run_1/placement_by_type.png
(4 px per um)
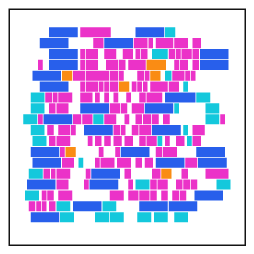
run_1/flops_by_reg.png
(4 px per um)
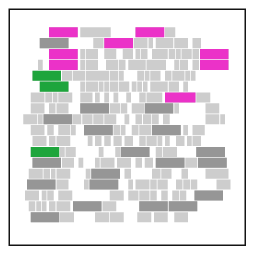
run_1/clk_routes.png
(4 px per um)
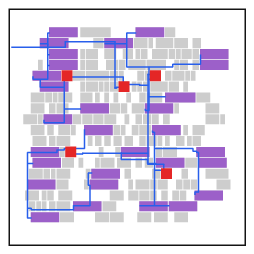
$ cat src/rtl/clkg_pkg.sv
// rtl/clkg_pkg.sv - shared types and widths for the clkg sequencer
package clkg_pkg;

   // divider code width (0 = /2 ... 7 = /256)
   localparam int DIV_W  = 3;
   // branch gate vector width, ordered {msk, ncm, smp}
   localparam int GATE_W = 3;

   typedef enum logic [2:0] {
      ST_IDLE   = 3'd0,
      ST_GOFF   = 3'd1,
      ST_COFF   = 3'd2,
      ST_SWITCH = 3'd3,
      ST_SETTLE = 3'd4,
      ST_CON    = 3'd5,
      ST_GON    = 3'd6
   } seq_state_e;

   // largest of the wait lengths; the timer must be able to hold it
   function automatic int max_wait(input int a, input int b, input int c, input int d);
      int m;
      m = a;
      if (b > m) m = b;
      if (c > m) m = c;
      if (d > m) m = d;
      return m;
   endfunction

endpackage

$ cat src/rtl/clkg_seq_timer.sv
// rtl/clkg_seq_timer.sv - loadable down-counter shared by all sequencer wait states
module clkg_seq_timer #(
   parameter int CNT_W = 8
) (
   input  logic             clk,
   input  logic             rst,
   input  logic             load_i,
   input  logic [CNT_W-1:0] load_val_i,
   output logic             zero_o
);

   logic [CNT_W-1:0] cnt_q;
   logic [CNT_W-1:0] cnt_d;

   // next count: load wins, otherwise count down and park at zero
   always_comb begin
      cnt_d = cnt_q;
      if (load_i) begin
         cnt_d = load_val_i;
      end else if (cnt_q != '0) begin
         cnt_d = cnt_q - 1'b1;
      end
   end

   // counter register
   always_ff @(posedge clk) begin
      if (rst) begin
         cnt_q <= '0;
      end else begin
         cnt_q <= cnt_d;
      end
   end

   assign zero_o = (cnt_q == '0);

endmodule

$ cat src/rtl/clkg_seq.sv
// rtl/clkg_seq.sv - glitch-safe clock config sequencer driving the clkg controls
module clkg_seq
   import clkg_pkg::*;
#(
   parameter int GATE_WAIT   = 4,
   parameter int CLK_WAIT    = 8,
   parameter int DIV_RST_CYC = 2,
   parameter int OSC_SETTLE  = 64,
   parameter int CNT_W       = 8
) (
   input  logic             clk,
   input  logic             rst,
   input  logic             i_req,
   input  logic             i_cfg_osc,
   input  logic [DIV_W-1:0] i_cfg_div,
   input  logic [GATE_W-1:0] i_cfg_gates,
   output logic             o_ready,
   output logic             o_done,
   output logic             o_osc_en,
   output logic             o_clk_en,
   output logic [DIV_W-1:0] o_clk_div,
   output logic             o_smp_en,
   output logic             o_ncm_en,
   output logic             o_msk_en,
   output logic             o_div_rst_n
);

   // a zero wait would collapse a safety interval, so refuse to elaborate
   if (GATE_WAIT < 1 || CLK_WAIT < 1 || DIV_RST_CYC < 1 || OSC_SETTLE < 1) begin : g_bad_wait
      $error("clkg_seq: all wait parameters must be at least 1");
   end
   if (max_wait(GATE_WAIT, CLK_WAIT, DIV_RST_CYC, OSC_SETTLE) > (1 << CNT_W)) begin : g_bad_cnt_w
      $error("clkg_seq: CNT_W too narrow for the longest wait");
   end

   // timer is loaded with wait-1 so the state lasts exactly 'wait' cycles
   localparam logic [CNT_W-1:0] GATE_LD   = CNT_W'(GATE_WAIT - 1);
   localparam logic [CNT_W-1:0] CLK_LD    = CNT_W'(CLK_WAIT - 1);
   localparam logic [CNT_W-1:0] DRST_LD   = CNT_W'(DIV_RST_CYC - 1);
   localparam logic [CNT_W-1:0] SETTLE_LD = CNT_W'(OSC_SETTLE - 1);

   seq_state_e        state_q;
   seq_state_e        state_d;
   logic              shd_osc_q;
   logic [DIV_W-1:0]  shd_div_q;
   logic [GATE_W-1:0] shd_gates_q;
   logic              src_chg_q;

   logic              accept;
   logic              gates_only;
   logic              tmr_load;
   logic [CNT_W-1:0]  tmr_val;
   logic              tmr_zero;

   assign accept     = i_req & o_ready;
   // clock already running on the requested source/divider: only gates move
   assign gates_only = (i_cfg_osc == o_osc_en) && (i_cfg_div == o_clk_div) && o_clk_en;

   clkg_seq_timer #(
      .CNT_W(CNT_W)
   ) u_timer (
      .clk       (clk),
      .rst       (rst),
      .load_i    (tmr_load),
      .load_val_i(tmr_val),
      .zero_o    (tmr_zero)
   );

   // next state and timer reload on every state entry
   always_comb begin
      state_d  = state_q;
      tmr_load = 1'b0;
      tmr_val  = '0;
      case (state_q)
         ST_IDLE: begin
            if (accept) begin
               if (gates_only) begin
                  state_d = ST_GON;
               end else begin
                  state_d  = ST_GOFF;
                  tmr_load = 1'b1;
                  tmr_val  = GATE_LD;
               end
            end
         end
         ST_GOFF: begin
            if (tmr_zero) begin
               state_d  = ST_COFF;
               tmr_load = 1'b1;
               tmr_val  = CLK_LD;
            end
         end
         ST_COFF: begin
            if (tmr_zero) begin
               state_d  = ST_SWITCH;
               tmr_load = 1'b1;
               tmr_val  = DRST_LD;
            end
         end
         ST_SWITCH: begin
            if (tmr_zero) begin
               tmr_load = 1'b1;
               if (src_chg_q) begin
                  state_d = ST_SETTLE;
                  tmr_val = SETTLE_LD;
               end else begin
                  state_d = ST_CON;
                  tmr_val = CLK_LD;
               end
            end
         end
         ST_SETTLE: begin
            if (tmr_zero) begin
               state_d  = ST_CON;
               tmr_load = 1'b1;
               tmr_val  = CLK_LD;
            end
         end
         ST_CON: begin
            if (tmr_zero) begin
               state_d = ST_GON;
            end
         end
         ST_GON: begin
            state_d = ST_IDLE;
         end
         default: begin
            state_d = ST_IDLE;
         end
      endcase
   end

   // sequencer FSM with registered clkg controls; each state drives its control the cycle after entry
   always_ff @(posedge clk) begin
      if (rst) begin
         state_q     <= ST_IDLE;
         o_ready     <= 1'b1;
         o_done      <= 1'b0;
         o_osc_en    <= 1'b0;
         o_clk_en    <= 1'b0;
         o_clk_div   <= '0;
         o_smp_en    <= 1'b0;
         o_ncm_en    <= 1'b0;
         o_msk_en    <= 1'b0;
         o_div_rst_n <= 1'b0;
         shd_osc_q   <= 1'b0;
         shd_div_q   <= '0;
         shd_gates_q <= '0;
         src_chg_q   <= 1'b0;
      end else begin
         state_q <= state_d;
         o_ready <= (state_d == ST_IDLE);
         o_done  <= 1'b0;
         case (state_q)
            ST_IDLE: begin
               o_div_rst_n <= 1'b1;
               if (accept) begin
                  shd_osc_q   <= i_cfg_osc;
                  shd_div_q   <= i_cfg_div;
                  shd_gates_q <= i_cfg_gates;
                  src_chg_q   <= (i_cfg_osc != o_osc_en);
               end
            end
            ST_GOFF: begin
               o_smp_en <= 1'b0;
               o_ncm_en <= 1'b0;
               o_msk_en <= 1'b0;
            end
            ST_COFF: begin
               o_clk_en <= 1'b0;
            end
            ST_SWITCH: begin
               o_osc_en    <= shd_osc_q;
               o_clk_div   <= shd_div_q;
               o_div_rst_n <= 1'b0;
            end
            ST_SETTLE: begin
               o_div_rst_n <= 1'b1;
            end
            ST_CON: begin
               o_div_rst_n <= 1'b1;
               o_clk_en    <= 1'b1;
            end
            ST_GON: begin
               o_smp_en <= shd_gates_q[0];
               o_ncm_en <= shd_gates_q[1];
               o_msk_en <= shd_gates_q[2];
               o_done   <= 1'b1;
            end
            default: begin
               o_done <= 1'b0;
            end
         endcase
      end
   end

endmodule
$ cat config.mk
export PLATFORM = sky130hd
export DESIGN_NAME = clkg_seq
export DESIGN_NICKNAME = d
export VERILOG_FILES = /design/src/rtl/clkg_pkg.sv /design/src/rtl/clkg_seq_timer.sv /design/src/rtl/clkg_seq.sv
export SDC_FILE = /design/constraint.sdc
export NUM_CORES = 1
export LEC_CHECK = 0
export ABC_AREA = 0
export CAP_MARGIN = 10
export CORE_MARGIN = 3
export CORE_UTILIZATION = 53
export DETAILED_ROUTE_END_ITERATION = 10
export GPL_TIMING_DRIVEN = 0
export PLACE_DENSITY_LB_ADDON = 0.2
export SYNTH_ARGS = -nofsm -noshare
export SYNTH_HDL_FRONTEND = slang
export SYNTH_HIERARCHICAL = 1
export SYNTH_SLANG_ARGS = --single-unit
$ cat constraint.sdc
create_clock -name clk -period 2.43 [get_ports clk]
set_clock_uncertainty 0.2 [all_clocks]
set_input_delay 0.243 -clock clk [delete_from_list [all_inputs] [get_ports clk]]
set_output_delay 0.243 -clock clk [all_outputs]
set_load 0.02 [all_outputs]
==> results.txt, run 1 <==
Main metrics from the flow reports.

The run finished with clean final reports. The number of placed instances, taps included came out at 221. The area of placed instances came out at 1710 um^2. The endpoint of the worst hold path is reported as o_div_rst_n$_SDFFE_PP0P_. The number of synthesized register bits came out at 30.

In the final layout, excluding clock buffers the buffer count is 30. The count of cells along the worst hold path is 2. The final timing report lists a max-slew violation count of 0. The total tool warning count came out at 26. The register ranked first by flip-flop count is u_timer/cnt_q.

The number of optimization iterations in the first detailed-route pass is 4. The flip-flop count of the largest register after layout is 8. The detailed-route via count came out at 1307. The clock-pin slew on the worst setup and hold paths came out at 90 ps.

STA reports a reg2reg setup slack of 140 ps. The final routed wire length divided by cell count is 14.2 um. Of the available clock period, the critical path in the final layout requires 0.941. For this run, the register share of the synthesized area comes to 0.410. Looking at the reg2reg group, the worst path ends at u_timer/cnt_q[4]$_SDFFE_PP0P_. The max-capacitance violation count is 0. The most congested layer reported by global routing is met2.

The required time of the critical path is roughly 2500 ps. Signal routing reaches up to met4. The register area came out at about 600 um^2. The clock share of power is 0.147.
About placement_by_type.png:
- blue: flops (cells 30)
- cyan: other buffers and delay cells (cells 30)
- orange: clock drivers and dummy loads (cells 6)
- magenta: combinational and other logic (cells 132)

About flops_by_reg.png:
- magenta: `u_timer/cnt_q` (placed flops 8)
- green: `shd_div_q` (placed flops 3)
- not coloured: 19

About clk_routes.png:
- blue: clock wires (length 348 um)
- purple: flip-flops (count 30)
- red: clock drivers (count 5)
- routed clock nets: 6
- flops lie: spread over the die

==> run 1 -> run 2 <==
==> constraint.sdc (replaced) <==
create_clock -name clk -period 2.43 [get_ports clk]
set_clock_uncertainty 0.2 [all_clocks]
set_input_delay 0.6075 -clock clk [delete_from_list [all_inputs] [get_ports clk]]
set_output_delay 0.6075 -clock clk [all_outputs]
set_load 0.02 [all_outputs]
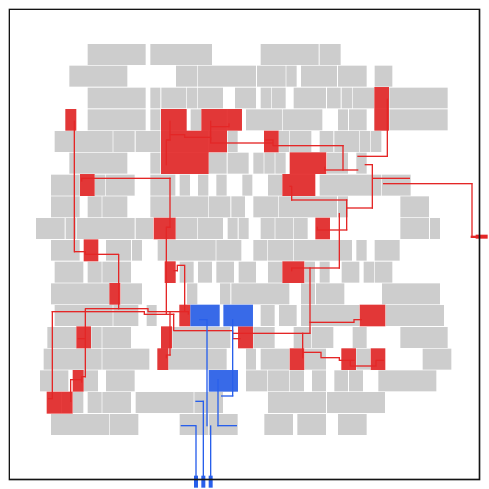
run_2/io_fan.png
(8 px per um)
- red: `rst` (bits 1; direction input; edge east; end cells 31; buffers 4; wire 296 um)
- blue: `i_cfg_gates` (bits 3; direction input; edge south; end cells 3; buffers 3; wire 57.9 um)

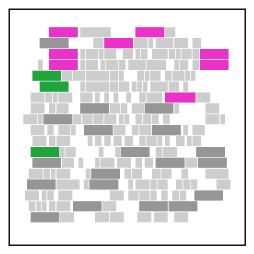
run_2/flops_by_reg.png
(4 px per um)
- magenta: `u_timer/cnt_q` (placed flops 8)
- green: `shd_div_q` (placed flops 3)

==> run 2 against run 1 <==
  * Global-route usage rose by 0.27 points
  * Worst hold slack barely moved
  * Critical path depth fell by 1
  * Setup slack got worse by 100 ps
  * Sequential power barely moved
  * Largest cell class unchanged
==> results.txt, run 2 <==
Main metrics from the flow reports.

The run finished with clean final reports. The number of cells on the worst reg-to-reg path came out at 8. In this run the critical register-to-register path is captured at u_timer/cnt_q[5]$_SDFFE_PP0P_. The portion of the clock cycle consumed by the worst path in the final layout is 0.983 (+0.0425).

The cell count listed in synth_stat.txt came out at 170. The per-instance average area after synthesis came out at 8.63 um^2. The top layer used by detailed routing is met4.

The register area came out at 602 um^2 (unchanged). The maximum number of pins on one net before global-route repair came out at 14. The total of warnings raised by yosys came out at 6. The register with the most flip-flops in the final layout is u_timer/cnt_q. The number of buffers outside the clock class in the layout came out at 31 (+3.3%). The area used by multi-input combinational logic is 840 um^2. For hold timing, the worst endpoint is o_div_rst_n$_SDFFE_PP0P_. The startpoint identified for the worst hold timing path is o_div_rst_n$_SDFFE_PP0P_.

The part of the Yosys area used for sequential elements is 0.410 (unchanged). The clock share of power was 0.145 (-0.002). The detailed-route via count was 1329 (+1.7%). The number of placed instances, taps included came out at 221 (unchanged).

The number of synthesized register bits is 30 (unchanged). The count of inserted antenna diode cells came out at 0. The flip-flop count of the largest register after layout is 8 (unchanged). The fraction of the mapped netlist area in compound gates is 0.163.

The worst reg-to-reg setup slack came to 130 ps (about the same). The area of placed instances came out at 1710 um^2 (unchanged). The flow inserted 30 tap cells. The required time of the critical path is 2450 ps (about the same). The number of optimization iterations in the first detailed-route pass came to 4 (unchanged). The clock-pin slew on the worst setup and hold paths came out at 90 ps (about the same). The number of slew-limit violations in the final report came out at 0 (unchanged). The max-capacitance violation count came out at 0 (unchanged).
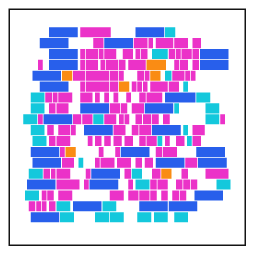
run_2/placement_by_type.png
(4 px per um)
- orange: clock drivers and dummy loads (cells 6)
- magenta: combinational and other logic (cells 132)
- blue: flops (cells 30)
- cyan: other buffers and delay cells (cells 31)

run_2/clk_routes.png
(4 px per um)
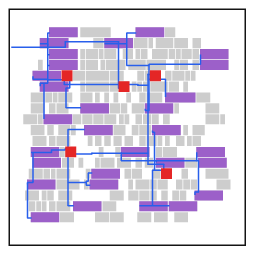

==> run 2 -> run 3 <==
- PLACE_DENSITY: not set -> 0.74
- PLACE_DENSITY_LB_ADDON: 0.2 -> not set
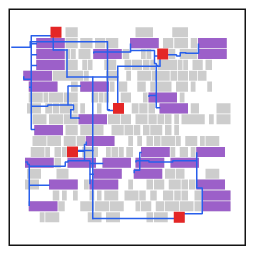
run_3/clk_routes.png
(4 px per um)
- blue: clock wires (length 370 um)
- red: clock drivers (count 5)
- purple: flip-flops (count 30)
- routed clock nets: 6

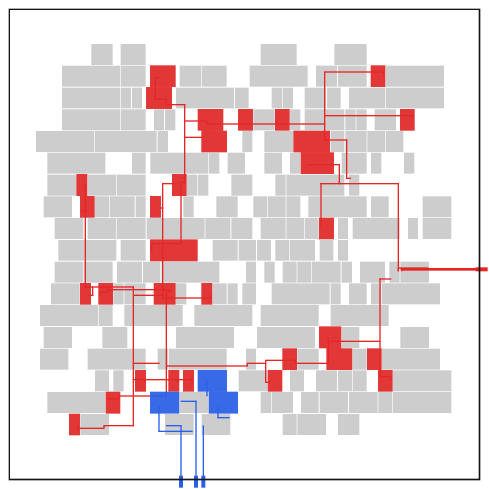
run_3/io_fan.png
(8 px per um)
- red: `rst` (bits 1; direction input; edge east; end cells 31; buffers 4; wire 295 um)
- blue: `i_cfg_gates` (bits 3; direction input; edge south; end cells 3; buffers 3; wire 37.6 um)

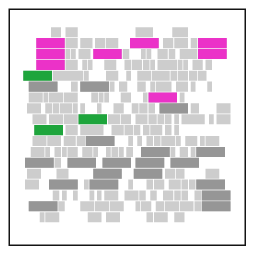
run_3/flops_by_reg.png
(4 px per um)
- magenta: `u_timer/cnt_q` (placed flops 8)
- green: `shd_div_q` (placed flops 3)

==> run 3 against run 2 <==
  * Combinational power fell by 1%
  * Critical endpoint is now u_timer/cnt_q[7]$_SDFFE_PP0P_
  * Global-route usage fell by 0.58 points
  * Sequential cell count stayed put
  * Power shrank 0.43%
  * Fmax rose by 2.2%
  * Clock-buffer cell count did not move
  * Sequential share of layout area grew 0.28 points
  * First-iteration DRC count rose by 20%
  * Critical path depth rose by 1
  * Clock power about the same
  * Register-to-register slack hardly changed
  * Die size unchanged
  * Critical path type unchanged
==> results.txt, run 3 <==
Main metrics from the flow reports.

The run finished with clean final reports. Per the synth stats, the proportion of register bits with asynchronous set or reset is 0. The fraction of the mapped netlist area in compound gates came out at 0.163 (unchanged). The max-capacitance violation count was 0 (unchanged). The path with the worst hold slack has its endpoint at o_osc_en$_SDFFE_PP0P_. The per-instance average area after synthesis is 8.63 um^2 (unchanged).

The cell count listed in synth_stat.txt is 170 (unchanged). The number of slew-limit violations in the final report came out at 0 (unchanged). Looking at area per cell type in the netlist, the leader is dfxtp_1.

The number of hold violations in the final report came out at 0. Looking at the reg2reg group, the worst path ends at u_timer/cnt_q[0]$_SDFFE_PP0P_. The number of cells on the worst reg-to-reg path is 9 (+1). The maximum number of pins on one net before global-route repair is 14 (unchanged). The number of optimization iterations in the first detailed-route pass came out at 4 (unchanged). The clock-pin slew on the worst setup and hold paths came out at 80 ps (about the same). Looking at hold timing, the worst path starts from shd_osc_q$_SDFFE_PP0P_.

The number of placed instances, taps included is 221 (unchanged). The nature of the critical path endpoint is a flip-flop. The required time of the critical path is 2440 ps (about the same). The tap cell count was 30 (unchanged). The flip-flop count of the largest register after layout is 8 (unchanged).

The register area is 601 um^2 (-0.21%). The top layer used by detailed routing is met4. The most congested layer reported by global routing is met2. The area used by multi-input combinational logic was 830 um^2 (-1.2%). The detailed-route via count came out at 1320 (-0.68%).

For this block, the routed nets add up to 3230 um of wire. The power report attributes to the combinational group a share of 0.487. The area of placed instances is 1710 um^2 (unchanged). The number of synthesized register bits is 30 (unchanged).

The portion of the clock cycle consumed by the worst path in the final layout is 0.962 (-0.0212). The clock share of power came to 0.146 (about the same). The die width came out at 58.6 um. The count of inserted antenna diode cells is 0 (unchanged). The worst reg-to-reg setup slack is 140 ps (about the same).
Power figures rest on the tool's default switching activity, not on a simulated workload.
